<file path="src/rtl/alu_seq_pkg.sv">
// Shared opcode and FSM encodings for the sequential ALU.
package alu_seq_pkg;

  localparam int OPCODE_W = 3;

  typedef enum logic [OPCODE_W-1:0] {
    OP_ADD = 3'd0,
    OP_SUB = 3'd1,
    OP_AND = 3'd2,
    OP_OR  = 3'd3,
    OP_XOR = 3'd4,
    OP_SHL = 3'd5,
    OP_SHR = 3'd6,
    OP_MUL = 3'd7
  } opcode_e;

  typedef enum logic [1:0] {
    ST_IDLE = 2'd0,
    ST_MUL  = 2'd1,
    ST_DONE = 2'd2
  } mul_state_e;

endpackage

</file>
<file path="src/rtl/addn.sv">
// WIDTH-bit ripple-carry adder shared by ADD, SUB and the multiplier accumulator.
module addn #(
  parameter int WIDTH = 8
) (
  input  logic [WIDTH-1:0] a,
  input  logic [WIDTH-1:0] b,
  input  logic             c_in,
  output logic [WIDTH-1:0] s,
  output logic             c_out
);

  logic [WIDTH:0] c;

  assign c[0] = c_in;

  for (genvar i = 0; i < WIDTH; i++) begin : g_fa
    assign s[i]   = a[i] ^ b[i] ^ c[i];
    assign c[i+1] = (a[i] & b[i]) | (c[i] & (a[i] ^ b[i]));
  end

  assign c_out = c[WIDTH];

endmodule

</file>
<file path="src/rtl/alu_seq.sv">
// Sequential ALU: single-cycle logic/arith/shift ops plus an optional shift-add
// multiplier compiled in with ALU_SEQ_MUL_EN (otherwise opcode 7 returns zero).
module alu_seq
  import alu_seq_pkg::*;
#(
  parameter int WIDTH              = 8,
  parameter int MUL_CYCLES_PER_BIT = 1
) (
  input  logic                clk,
  input  logic                rst_n,
  input  logic                in_valid,
  output logic                in_ready,
  input  logic [OPCODE_W-1:0] opcode,
  input  logic [WIDTH-1:0]    left,
  input  logic [WIDTH-1:0]    right,
  input  logic                use_carry,
  output logic                out_valid,
  input  logic                out_ready,
  output logic [WIDTH-1:0]    result,
  output logic                status_out,
  output logic                zero_out,
  output logic                neg_out
);

  if (WIDTH < 4 || WIDTH > 32 || MUL_CYCLES_PER_BIT < 1 || MUL_CYCLES_PER_BIT > 4)
  begin : g_param_chk
    $error("alu_seq: WIDTH or MUL_CYCLES_PER_BIT out of range");
  end

  opcode_e          op;
  logic             accept;
  logic             busy;
  logic             carry_q;
  logic             cin;
  logic             is_sub;

  logic [WIDTH-1:0] add_a;
  logic [WIDTH-1:0] add_b;
  logic [WIDTH-1:0] add_s;
  logic             add_ci;
  logic             add_co;

  logic [WIDTH-1:0] alu_res;
  logic             alu_st;

  logic             res_load;
  logic [WIDTH-1:0] res_val;
  logic             res_st;

  assign op       = opcode_e'(opcode);
  assign in_ready = !busy && (!out_valid || out_ready);
  assign accept   = in_valid && in_ready;
  assign cin      = use_carry & carry_q;
  assign is_sub   = (op == OP_SUB);

  addn #(.WIDTH(WIDTH)) u_addn (
    .a     (add_a),
    .b     (add_b),
    .c_in  (add_ci),
    .s     (add_s),
    .c_out (add_co)
  );

  // SUB runs as A + ~B + !cin, so the adder carry-out is the inverted borrow.
  always_comb begin
    alu_res = '0;
    alu_st  = 1'b0;
    case (op)
      OP_ADD: begin
        alu_res = add_s;
        alu_st  = add_co;
      end
      OP_SUB: begin
        alu_res = add_s;
        alu_st  = ~add_co;
      end
      OP_AND: alu_res = left & right;
      OP_OR:  alu_res = left | right;
      OP_XOR: alu_res = left ^ right;
      OP_SHL: begin
        alu_res = {left[WIDTH-2:0], cin};
        alu_st  = left[WIDTH-1];
      end
      OP_SHR: begin
        alu_res = {cin, left[WIDTH-1:1]};
        alu_st  = left[0];
      end
      default: begin
        alu_res = '0;
        alu_st  = 1'b0;
      end
    endcase
  end

`ifdef ALU_SEQ_MUL_EN
  localparam int                    BIT_CNT_W = $clog2(WIDTH) + 1;
  localparam logic [BIT_CNT_W-1:0]  LAST_BIT  = BIT_CNT_W'(WIDTH - 1);
  localparam logic [1:0]            LAST_CYC  = 2'(MUL_CYCLES_PER_BIT - 1);

  mul_state_e           state;
  mul_state_e           state_nxt;
  logic [WIDTH-1:0]     mcand;
  logic [WIDTH-1:0]     acc_hi;
  logic [WIDTH-1:0]     acc_lo;
  logic [BIT_CNT_W-1:0] bit_cnt;
  logic [1:0]           cyc_cnt;
  logic                 mul_start;
  logic                 bit_step;
  logic                 mul_last;
  logic [WIDTH-1:0]     mul_res;
  logic                 mul_st;

  assign busy      = (state == ST_MUL);
  assign mul_start = accept && (op == OP_MUL);
  assign bit_step  = busy && (cyc_cnt == LAST_CYC);
  assign mul_last  = bit_step && (bit_cnt == LAST_BIT);

  // While busy the adder accumulates the multiplicand into the high half.
  assign add_a  = busy ? acc_hi : left;
  assign add_b  = busy ? (acc_lo[0] ? mcand : '0) : (is_sub ? ~right : right);
  assign add_ci = busy ? 1'b0 : (is_sub ? ~cin : cin);

  // Product after the final shift: {add_co, add_s, acc_lo} >> 1.
  assign mul_res = {add_s[0], acc_lo[WIDTH-1:1]};
  assign mul_st  = |{add_co, add_s[WIDTH-1:1]};

  always_ff @(posedge clk or negedge rst_n) begin
    if (!rst_n) state <= ST_IDLE;
    else        state <= state_nxt;
  end

  // DONE lasts one cycle and accepts new work exactly like IDLE.
  always_comb begin
    state_nxt = state;
    case (state)
      ST_IDLE, ST_DONE: state_nxt = mul_start ? ST_MUL : ST_IDLE;
      ST_MUL:           if (mul_last) state_nxt = ST_DONE;
      default:          state_nxt = ST_IDLE;
    endcase
  end

  always_ff @(posedge clk or negedge rst_n) begin
    if (!rst_n) begin
      mcand   <= '0;
      acc_hi  <= '0;
      acc_lo  <= '0;
      bit_cnt <= '0;
      cyc_cnt <= '0;
    end else if (mul_start) begin
      mcand   <= left;
      acc_hi  <= '0;
      acc_lo  <= right;
      bit_cnt <= '0;
      cyc_cnt <= '0;
    end else if (busy) begin
      if (bit_step) begin
        cyc_cnt          <= '0;
        bit_cnt          <= bit_cnt + 1'b1;
        {acc_hi, acc_lo} <= {add_co, add_s, acc_lo[WIDTH-1:1]};
      end else begin
        cyc_cnt <= cyc_cnt + 1'b1;
      end
    end
  end

  assign res_load = (accept && (op != OP_MUL)) || mul_last;
  assign res_val  = mul_last ? mul_res : alu_res;
  assign res_st   = mul_last ? mul_st  : alu_st;
`else
  assign busy     = 1'b0;
  assign add_a    = left;
  assign add_b    = is_sub ? ~right : right;
  assign add_ci   = is_sub ? ~cin : cin;
  assign res_load = accept;
  assign res_val  = alu_res;
  assign res_st   = alu_st;
`endif

  // Output slot: loads on any result, holds under backpressure.
  always_ff @(posedge clk or negedge rst_n) begin
    if (!rst_n) begin
      result     <= '0;
      status_out <= 1'b0;
      zero_out   <= 1'b1;
      neg_out    <= 1'b0;
      carry_q    <= 1'b0;
      out_valid  <= 1'b0;
    end else if (res_load) begin
      result     <= res_val;
      status_out <= res_st;
      zero_out   <= (res_val == '0);
      neg_out    <= res_val[WIDTH-1];
      carry_q    <= res_st;
      out_valid  <= 1'b1;
    end else if (out_ready) begin
      out_valid  <= 1'b0;
    end
  end

endmodule

</file>
<file path="config.mk">
export PLATFORM = sky130hd
export DESIGN_NAME = alu_seq
export DESIGN_NICKNAME = d
export VERILOG_FILES = /design/src/rtl/alu_seq_pkg.sv /design/src/rtl/addn.sv /design/src/rtl/alu_seq.sv
export SDC_FILE = /design/constraint.sdc
export NUM_CORES = 1
export LEC_CHECK = 0
export ABC_AREA = 1
export CAP_MARGIN = 20
export CORE_MARGIN = 2
export CORE_UTILIZATION = 36
export CTS_CLUSTER_DIAMETER = 100
export DETAILED_ROUTE_END_ITERATION = 7
export GPL_TIMING_DRIVEN = 0
export PLACE_DENSITY_LB_ADDON = 0.15
export SYNTH_ARGS = -nofsm -noshare
export SYNTH_HDL_FRONTEND = slang
export SYNTH_SLANG_ARGS = --single-unit
</file>
<file path="constraint.sdc">
create_clock -name clk -period 6.5 [get_ports clk]
set_input_delay 0.975 -clock clk [delete_from_list [all_inputs] [get_ports clk]]
set_output_delay 0.975 -clock clk [all_outputs]
set_load 0.03 [all_outputs]
</file>
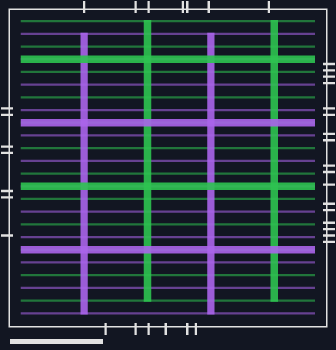
**Above:** power grid.
Bar = 20 um. Pins as bars on the die edge.
| net | colour |
|---|---|
| VDD | green |
| VSS | purple |
met4 straps: 4
met5 straps: 4
met1 rails: 24

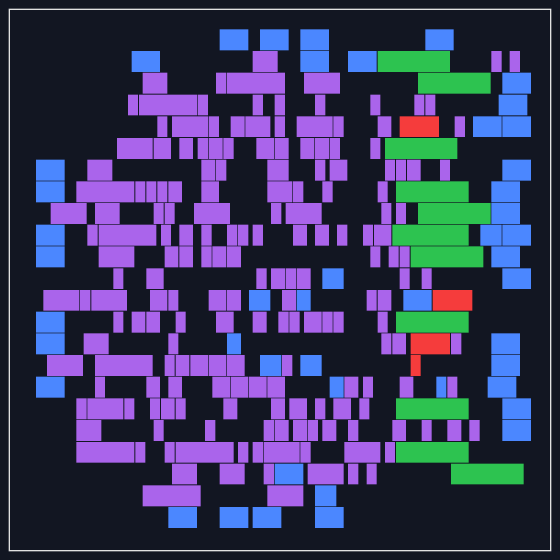
**Above:** placed cells, one colour a class.
| class | colour | cells | share of their area |
|---|---|---|---|
| clock drivers and dummy loads | red | 4 | 2.4% |
| registers | green | 11 | 15% |
| remaining buffers and delay cells | blue | 45 | 22% |
| remaining logic cells | purple | 186 | 60% |

## layer usage
layer / global-route usage [%] / routed length, um
met5: 0 / 0
met4: 4.85 / 34
met3: 1.33 / 262
met2: 27.3 / 1660
met1: 23.3 / 1670
## area by class of cell
type / instances / area [sq um]
Fill cell: 418 / 2030
Multi-Input combinational cell: 151 / 987
Timing Repair Buffer: 35 / 350
Sequential cell: 11 / 277
Inverter: 35 / 131
Buffer: 10 / 63.8
Tap cell: 50 / 62.6
Clock buffer: 4 / 45.0
## kinds of logic after synthesis
kind of cell               Yosys count  share of synthesized area (%)
and+or+nand+nor                    105                           32.8
buffers and inverters               45                           13.4
adders and majority gates           24                           24.7
AOI/OAI and AO/OA                   13                           4.80
DFF                                 11                           19.0
xor gates and xnor gates             9                           5.40
## cell usage after synthesis
cell / instances
sky130_fd_sc_hd__nand2_1: 37
sky130_fd_sc_hd__inv_1: 34
sky130_fd_sc_hd__nand3_1: 26
sky130_fd_sc_hd__nor2_1: 21
sky130_fd_sc_hd__nand4_1: 17
sky130_fd_sc_hd__ha_1: 16
sky130_fd_sc_hd__dfrtp_1: 10
sky130_fd_sc_hd__o21ai_0: 10
sky130_fd_sc_hd__xor2_1: 9
sky130_fd_sc_hd__fa_1: 8
sky130_fd_sc_hd__buf_4: 6
sky130_fd_sc_hd__buf_2: 3
sky130_fd_sc_hd__nor3_1: 2
sky130_fd_sc_hd__a21oi_1: 1
sky130_fd_sc_hd__a31oi_1: 1
sky130_fd_sc_hd__clkbuf_1: 1
sky130_fd_sc_hd__dfstp_2: 1
sky130_fd_sc_hd__inv_2: 1
sky130_fd_sc_hd__nand3b_1: 1
sky130_fd_sc_hd__nor2_2: 1
sky130_fd_sc_hd__o221ai_1: 1
==> run summary <==
Flow results follow.

For the worst setup path, the data required time is 6.68 ns. The slew check shows that the tightest pin keeps a relative margin of 61.4%. The switching share of total power is 39.3%. The cell sequence reported for the critical path is clkdlybuf4s50_1 > buf_4 > nor3_1 > buf_4 > xor2_1 > fa_1 > inv_1 > fa_1 > inv_1 > fa_1 > fa_1 > fa_1 > inv_1 > fa_1 > fa_1 > fa_1 > inv_1 > nor2_1 > nor2_1 > nand2_1 > nor2_1 > nand3_1 > nand2_1. The worst register-to-register path has a depth of 20. Summing the sequential cell areas from Yosys gives 19.0% of the chip area. The post-CTS setup buffer count is 0. The synthesized net count is 255. The clock-net power is 66.6 uW.

The number of gates given a new drive strength after cts is 0. The via count of the first global-routing pass is 1226. The pin count of the biggest net entering global routing is 12. Warnings raised by the tools during the run amount to 34. In the CTS report, the clock slew at the register clock pins of the worst setup and hold paths is listed as 0.05 ns. The congestion estimate from routability-driven global placement came to 0.870. For flop-to-flop paths, the worst setup slack is 2.50 ns. The type of origin of the critical path is an input pin.

Looking at the reg2reg group, the worst path ends at zero_out. The core area is 3940 sq um. The share of the core area taken by cells at floorplan is 37.0%.

Per the cell usage report, the commonest logic cells after layout are 37 x sky130_fd_sc_hd__nand2_1, 35 x sky130_fd_sc_hd__clkdlybuf4s50_1, 34 x sky130_fd_sc_hd__inv_1. Per the final timing report, the hold violations number 0. In the routed layout, each cell is associated on average with a via count of 4.81. The tree is rooted in a sky130_fd_sc_hd__clkbuf_8.

The cell area after layout is 1920 sq um. The flow ran to the end, and the final reports show no timing, DRC or antenna violations. The register ranked first by flip-flop count is result. Per the STA report, the cell with the highest stage delay on the worst path is sky130_fd_sc_hd__clkdlybuf4s50_1.

In this run the core area contains 23 standard-cell rows. The maximum vdd ir drop is 0.0426 mV. The power density relative to cell area is 166 nW/um^2. The wire length of the first global-routing pass is 5.77 mm.

The chip area in the Yosys report is 1460 sq um. After the last flow step, the layout net total stands at 295. The upper clock frequency limit is 190 MHz.

The worst setup slack after placement is 0.970 ns. Wires add up to 3.63 mm. The aggregate global routing overflow is 0. The mean cell area of the mapped netlist is 7.05 sq um.
Power figures rest on the tool's default switching activity, not on a simulated workload.
